[src/rtl/calc_pkg.sv]
// Shared constants and FSM state encoding for the calculator BCD path.
package calc_pkg;

    localparam int BIN_W_DEFAULT  = 16;
    localparam int DIGITS_DEFAULT = 5;

    // FSM state encoding (kept as plain constants for legacy compatibility)
    typedef logic [1:0] state_t;
    localparam state_t IDLE  = 2'd0;
    localparam state_t SHIFT = 2'd1;
    localparam state_t DONE  = 2'd2;

endpackage

[src/rtl/calc_bcd_digit.sv]
// Double-dabble digit correction: add 3 when the digit is 5 or more so that
// the following left shift carries correctly into the next decimal digit.
module calc_bcd_digit (
    input  logic [3:0] din,
    output logic [3:0] dout
);

    // Conditional add-3
    always_comb begin
        dout = din;
        if (din >= 4'd5) begin
            dout = din + 4'd3;
        end
    end

endmodule

[src/rtl/calc_bcd_converter.sv]
// Serial binary-to-BCD converter (double-dabble), one bit per cycle, with
// valid/ready handshakes on both sides and a leading-zero-blank mask.
module calc_bcd_converter
    import calc_pkg::*;
#(
    parameter int BIN_W  = BIN_W_DEFAULT,
    parameter int DIGITS = DIGITS_DEFAULT
) (
    input  logic                clk,
    input  logic                rst,
    input  logic                in_valid,
    input  logic [BIN_W-1:0]    bin,
    output logic                in_ready,
    output logic                out_valid,
    input  logic                out_ready,
    output logic [4*DIGITS-1:0] bcd,
    output logic [DIGITS-1:0]   digit_en
);

    localparam int ACC_W = 4 * DIGITS;
    localparam int CNT_W = $clog2(BIN_W + 1);
    localparam logic [CNT_W-1:0] LAST_CNT = CNT_W'(BIN_W - 1);

    state_t             state_q, state_d;
    logic [CNT_W-1:0]   cnt_q, cnt_d;
    logic [BIN_W-1:0]   sh_q, sh_d;
    logic [ACC_W-1:0]   acc_q, acc_d;
    logic [ACC_W-1:0]   acc_adj;

    for (genvar g = 0; g < DIGITS; g++) begin : g_digit
        calc_bcd_digit u_digit (
            .din  (acc_q[4*g +: 4]),
            .dout (acc_adj[4*g +: 4])
        );
    end

    // Next-state logic: accept, shift BIN_W times, hold result until taken
    always_comb begin
        state_d = state_q;
        cnt_d   = cnt_q;
        sh_d    = sh_q;
        acc_d   = acc_q;
        case (state_q)
            IDLE: begin
                if (in_valid) begin
                    sh_d    = bin;
                    acc_d   = '0;
                    cnt_d   = '0;
                    state_d = SHIFT;
                end
            end
            SHIFT: begin
                acc_d = {acc_adj[ACC_W-2:0], sh_q[BIN_W-1]};
                sh_d  = {sh_q[BIN_W-2:0], 1'b0};
                cnt_d = cnt_q + CNT_W'(1);
                if (cnt_q == LAST_CNT) begin
                    state_d = DONE;
                end
            end
            DONE: begin
                if (out_ready) begin
                    acc_d   = '0;
                    state_d = IDLE;
                end
            end
            default: begin
                state_d = IDLE;
            end
        endcase
    end

    // State registers; reset discards any conversion in flight
    always_ff @(posedge clk or posedge rst) begin
        if (rst) begin
            state_q <= IDLE;
            cnt_q   <= '0;
            sh_q    <= '0;
            acc_q   <= '0;
        end else begin
            state_q <= state_d;
            cnt_q   <= cnt_d;
            sh_q    <= sh_d;
            acc_q   <= acc_d;
        end
    end

    // Outputs: result and blank mask are only exposed in DONE
    always_comb begin
        in_ready  = (state_q == IDLE);
        out_valid = (state_q == DONE);
        bcd       = '0;
        digit_en  = '0;
        if (state_q == DONE) begin
            bcd         = acc_q;
            digit_en[0] = 1'b1;
            for (int i = 1; i < DIGITS; i++) begin
                digit_en[i] = |(acc_q >> (4 * i));
            end
        end
    end

endmodule

[config.mk]
export PLATFORM = sky130hd
export DESIGN_NAME = calc_bcd_converter
export DESIGN_NICKNAME = d
export VERILOG_FILES = /design/src/rtl/calc_pkg.sv /design/src/rtl/calc_bcd_digit.sv /design/src/rtl/calc_bcd_converter.sv
export SDC_FILE = /design/constraint.sdc
export NUM_CORES = 1
export LEC_CHECK = 0
export CAP_MARGIN = 5
export CORE_MARGIN = 3
export CORE_UTILIZATION = 45
export DETAILED_ROUTE_END_ITERATION = 10
export GPL_ROUTABILITY_DRIVEN = 0
export GPL_TIMING_DRIVEN = 1
export PLACE_DENSITY = 0.76
export SYNTH_ARGS = -nofsm -noshare
export SYNTH_HDL_FRONTEND = slang
export SYNTH_SLANG_ARGS = --single-unit
[constraint.sdc]
create_clock -name clk -period 5.1 [get_ports clk]
set_input_delay 0.765 -clock clk [delete_from_list [all_inputs] [get_ports clk]]
set_output_delay 0.765 -clock clk [all_outputs]
set_load 0.05 [all_outputs]
**Run 1: congestion heat map**

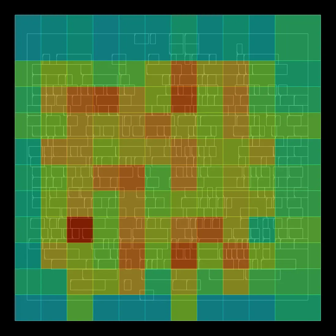
per-cell routed wire length: 13.3 um
GR Util All Layers: 17.7%
final core occ: 59.0%

**Run 1: signal wires by layer**

The bar under the picture is 20 um long.
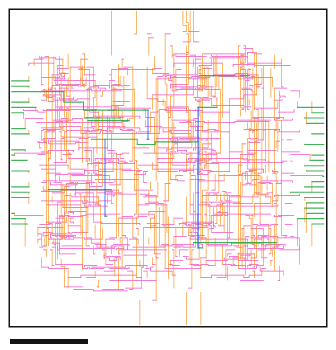
| color | layer | wire length |
|---|---|---|
| blue | M4 | 63.2 um |
| green | M3 | 295 um |
| orange | M2 | 2600 um |
| magenta | M1 | 2370 um |
Vias: 2176
Routed WL: 5.32 mm

**Run 1: wiring heat map**

The bar under the picture is 20 um long. The die is cut into 16 by 16 equal tiles; dark blue is low, red is high, scaled to the fullest tile. Values are wire area over tile area, all layers added.
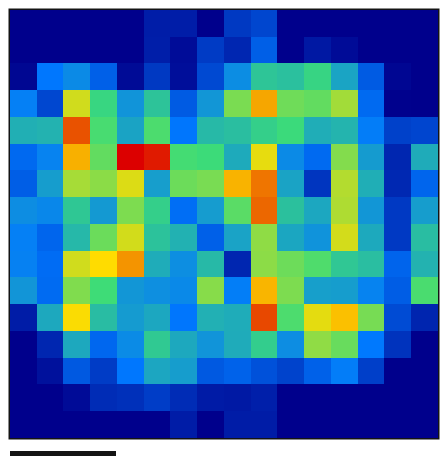
tiles over half the peak: 20%
fullest tile: 0.45
nearly empty tiles: 20%
mean over tiles: 0.13

==> out/results.tsv, run 1 <==
stage	metric	value	unit
status	outcome	completed	
synth	yosys-mux-area-fraction	0.838	%
cells_and_area	antenna_cells	0	
cells_and_area	stdcell_area	0.00311	mm2
floorplanning	chipHeight	81.1	um
setup_path	setup.worst_path.start	acc_q[16]	
synth	fa_ha_area_share	6.90	%
setup_path	critPathCapture	digit_en[1]	
drt	top_layer	met4	
floorplanning	initial_utilization	48.2	%
cts	clk_path_buf_depth	2	
global_routing	antenna_found_initial	0	
setup_path	slowest_delay	730	ps
sta	worst_slack	1740	ps
placed_design	place_area	0.00301	mm2
drt	drt_iter0_drc	193	
synth	ys_sh_aoi	20.9	%
floorplanning	core	0.00527	mm2
setup_path	rrSetupSlack	3320	ps
cells_and_area	fin_cells	399	
drt	drc	0	
synth	synth-main-ff-cell	dfrtp_1	
setup_path	r2r_start	state_q[1]	
sta	setup_viol	0	
setup_path	crit_chain	inv_1 > ha_1 > nor3b_2 > nand3_1 > nor4b_1 > a31oi_1 > clkdlybuf4s50_1	
drt	drtPass1Iterations	4	
floorplanning	die_w	81.1	um
synth	avgSynthCellArea	8.75	um2
sta	fin_crit	3360	ps
placed_design	post-place-ws	2020	ps
global_routing	grt_start_max_net_pins	44	
-- run 1: where the power goes --
group          switching, mW  internal, mW
sequential             0.136         0.490
combinational          0.439         0.328
clock                  0.115         0.124
total                  0.690         0.942
-- run 1: cell type report --
class / instances / area (um2)
tap: 70 / 87.6
clock buffer: 8 / 100
multi-input combinational: 213 / 1300
sequential: 43 / 1080
inverter: 15 / 56.3
fill: 489 / 2160
timing repair buffer: 50 / 490
-- run 1: registers in the layout, indices dropped and copies added, names as in the netlist --
| register | count |
|---|---|
| acc_q | 20 |
| cnt_q | 5 |
| sh_q | 16 |
| state_q | 2 |
-- run 1: tightest hold or removal path: stages (launching register included) --
cell,delay (ps)
dfrtp_1,350
nand2_1,40
o21ai_0,60
==> run 1 -> run 2 <==
--- a/config.mk
+++ b/config.mk
@@ -11,7 +11,7 @@
 export DETAILED_ROUTE_END_ITERATION = 10
 export GPL_ROUTABILITY_DRIVEN = 0
 export GPL_TIMING_DRIVEN = 1
-export PLACE_DENSITY = 0.76
+export PLACE_DENSITY = 0.79
 export SYNTH_ARGS = -nofsm -noshare
 export SYNTH_HDL_FRONTEND = slang
 export SYNTH_SLANG_ARGS = --single-unit
==> constraint.sdc (replaced) <==
create_clock -name clk -period 2.8 [get_ports clk]
set_input_delay 0.42 -clock clk [delete_from_list [all_inputs] [get_ports clk]]
set_output_delay 0.42 -clock clk [all_outputs]
set_load 0.05 [all_outputs]
==> out/results.tsv, run 2 <==
stage	metric	value	unit
status	outcome	completed	
floorplanning	die-area	0.00658	mm2
synth	synth_flops	43	
drt	ant_nets	0	
hold_path	hold_depth	2	
job	max_cap_viol_count	0	
placed_design	post-place-ws	500	ps
cells_and_area	top_regs	acc_q (20), sh_q (16), cnt_q (5)	
setup_path	setup.worst_path.start	acc_q[17]	
synth	avgSynthCellArea	8.75	um2
cells_and_area	nets	364	
synth	synth-main-ff-cell	dfrtp_1	
cells_and_area	comb_area	0.00131	mm2
synth	edf_count	0	
cells_and_area	largest_reg_flops	20	
global_routing	grt_start_max_net_pins	44	
sta	worst_slack	284	ps
hold_path	min_path_type	reg -> reg	
setup_path	critPathCapture	digit_en[1]	
synth	ys_sh_aoi	20.9	%
cells_and_area	drive_gt1_share	13.3	%
cells_and_area	fin_cells	401	
setup_path	rrSetupSlack	960	ps
cells_and_area	antenna_cells	0	
cells_and_area	fillers	468	
synth	yosys-mux-area-fraction	0.838	%
floorplanning	initial_utilization	48.2	%
sta	rsz0062_at_grt	false	
setup_path	r2r_start	state_q[1]	
drt	top_layer	met4	
drt	drtPass1Iterations	4	
sta	fin_crit	2520	ps
floorplanning	core	0.00527	mm2
global_routing	antenna_found_initial	0	
floorplanning	chipHeight	81.1	um
cells_and_area	stdcell_area	0.00330	mm2
cts	clk_path_buf_depth	2	
synth	xor_share	1.72	%
synth	synth_top_area_share	42.4	%
synth	yosysWarnings	0	
floorplanning	die_w	81.1	um
placed_design	hpwl	4.10	mm
synth	fa_ha_area_share	6.90	%
sta	setup_viol	0	
setup_path	critPathCaptureType	primary output	
drt	drt_iter0_drc	153	
placed_design	place_area	0.00321	mm2
synth	simple_gate_area_share	20.8	%
cells_and_area	top_register	acc_q	
drt	drc	0	
## run 2: cell counts after synthesis
No cell type changed its count.
## run 2: cell type report
class	instances	share of cell area, %
sequential	43	32.6
tap	70	2.65
multi-input combinational	213	39.6
clock buffer	5	2.08
timing repair buffer	52	20.9
clock inverter	3	0.455
inverter	15	1.71
## run 2: worst max-delay path: stages, from the launching register on
cell,delay (ps)
dfrtp_1,400
inv_1,130
ha_1,230
nor3b_2,250
nand3_1,120
nor4b_2,310
a31oi_1,180
buf_12,180
## run 2: report_power, final
group	switching (mW)	internal, mW
Combinational	0.841	0.612
Sequential	0.261	0.893
Clock	0.216	0.171
## run 2: timing repair
action | 4_1_cts | 5_1_grt
gates resized | 0 | 1
endpoints found under the setup margin | 0 | 1
setup buffers | 0 | 0
hold buffers | 0 | 0
**Run 2: wiring heat map**

The bar under the picture is 20 um long. The die is cut into 16 by 16 equal tiles; dark blue is low, red is high, scaled to the fullest tile. Values are wire area over tile area, all layers added.
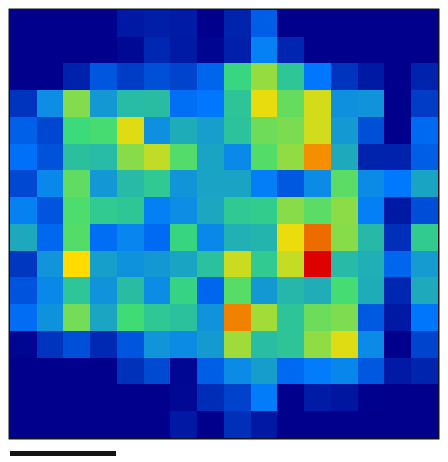
mean over tiles: 0.14
tiles over half the peak: 16%
fullest tile: 0.52
emptiest ninth of the die: south-west
nearly empty tiles: 23%
Vias: 2258
GR Util All Layers: 18.7%
per-cell routed wire length: 14.3 um
Routed WL: 5.73 mm

**Run 2: register map, names as in the netlist**

The bar under the picture is 20 um long.
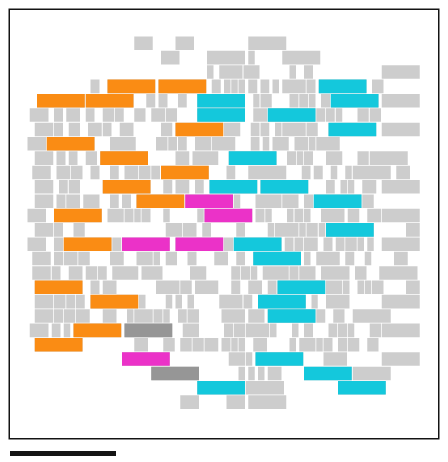
| color | name in the netlist | sequential cells |
|---|---|---|
| orange | `sh_q` | 16 |
| magenta | `cnt_q` | 5 |
| cyan | `acc_q` | 20 |
not colored: 2
fraction of area in registers: 32.6%
Reg area: 0.00108 mm2

**Run 2: congestion heat map**

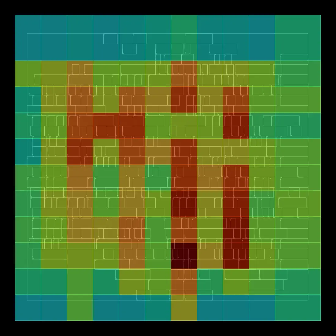
final core occ: 62.7%
met3 Resource Use GR: 3.33%
GRT met1 Usage: 24.7%
M2 GR Usage: 30.6%
Most Used Layer, Global Route: met2

No activity file was given, so power comes from the tool's default toggle rates.
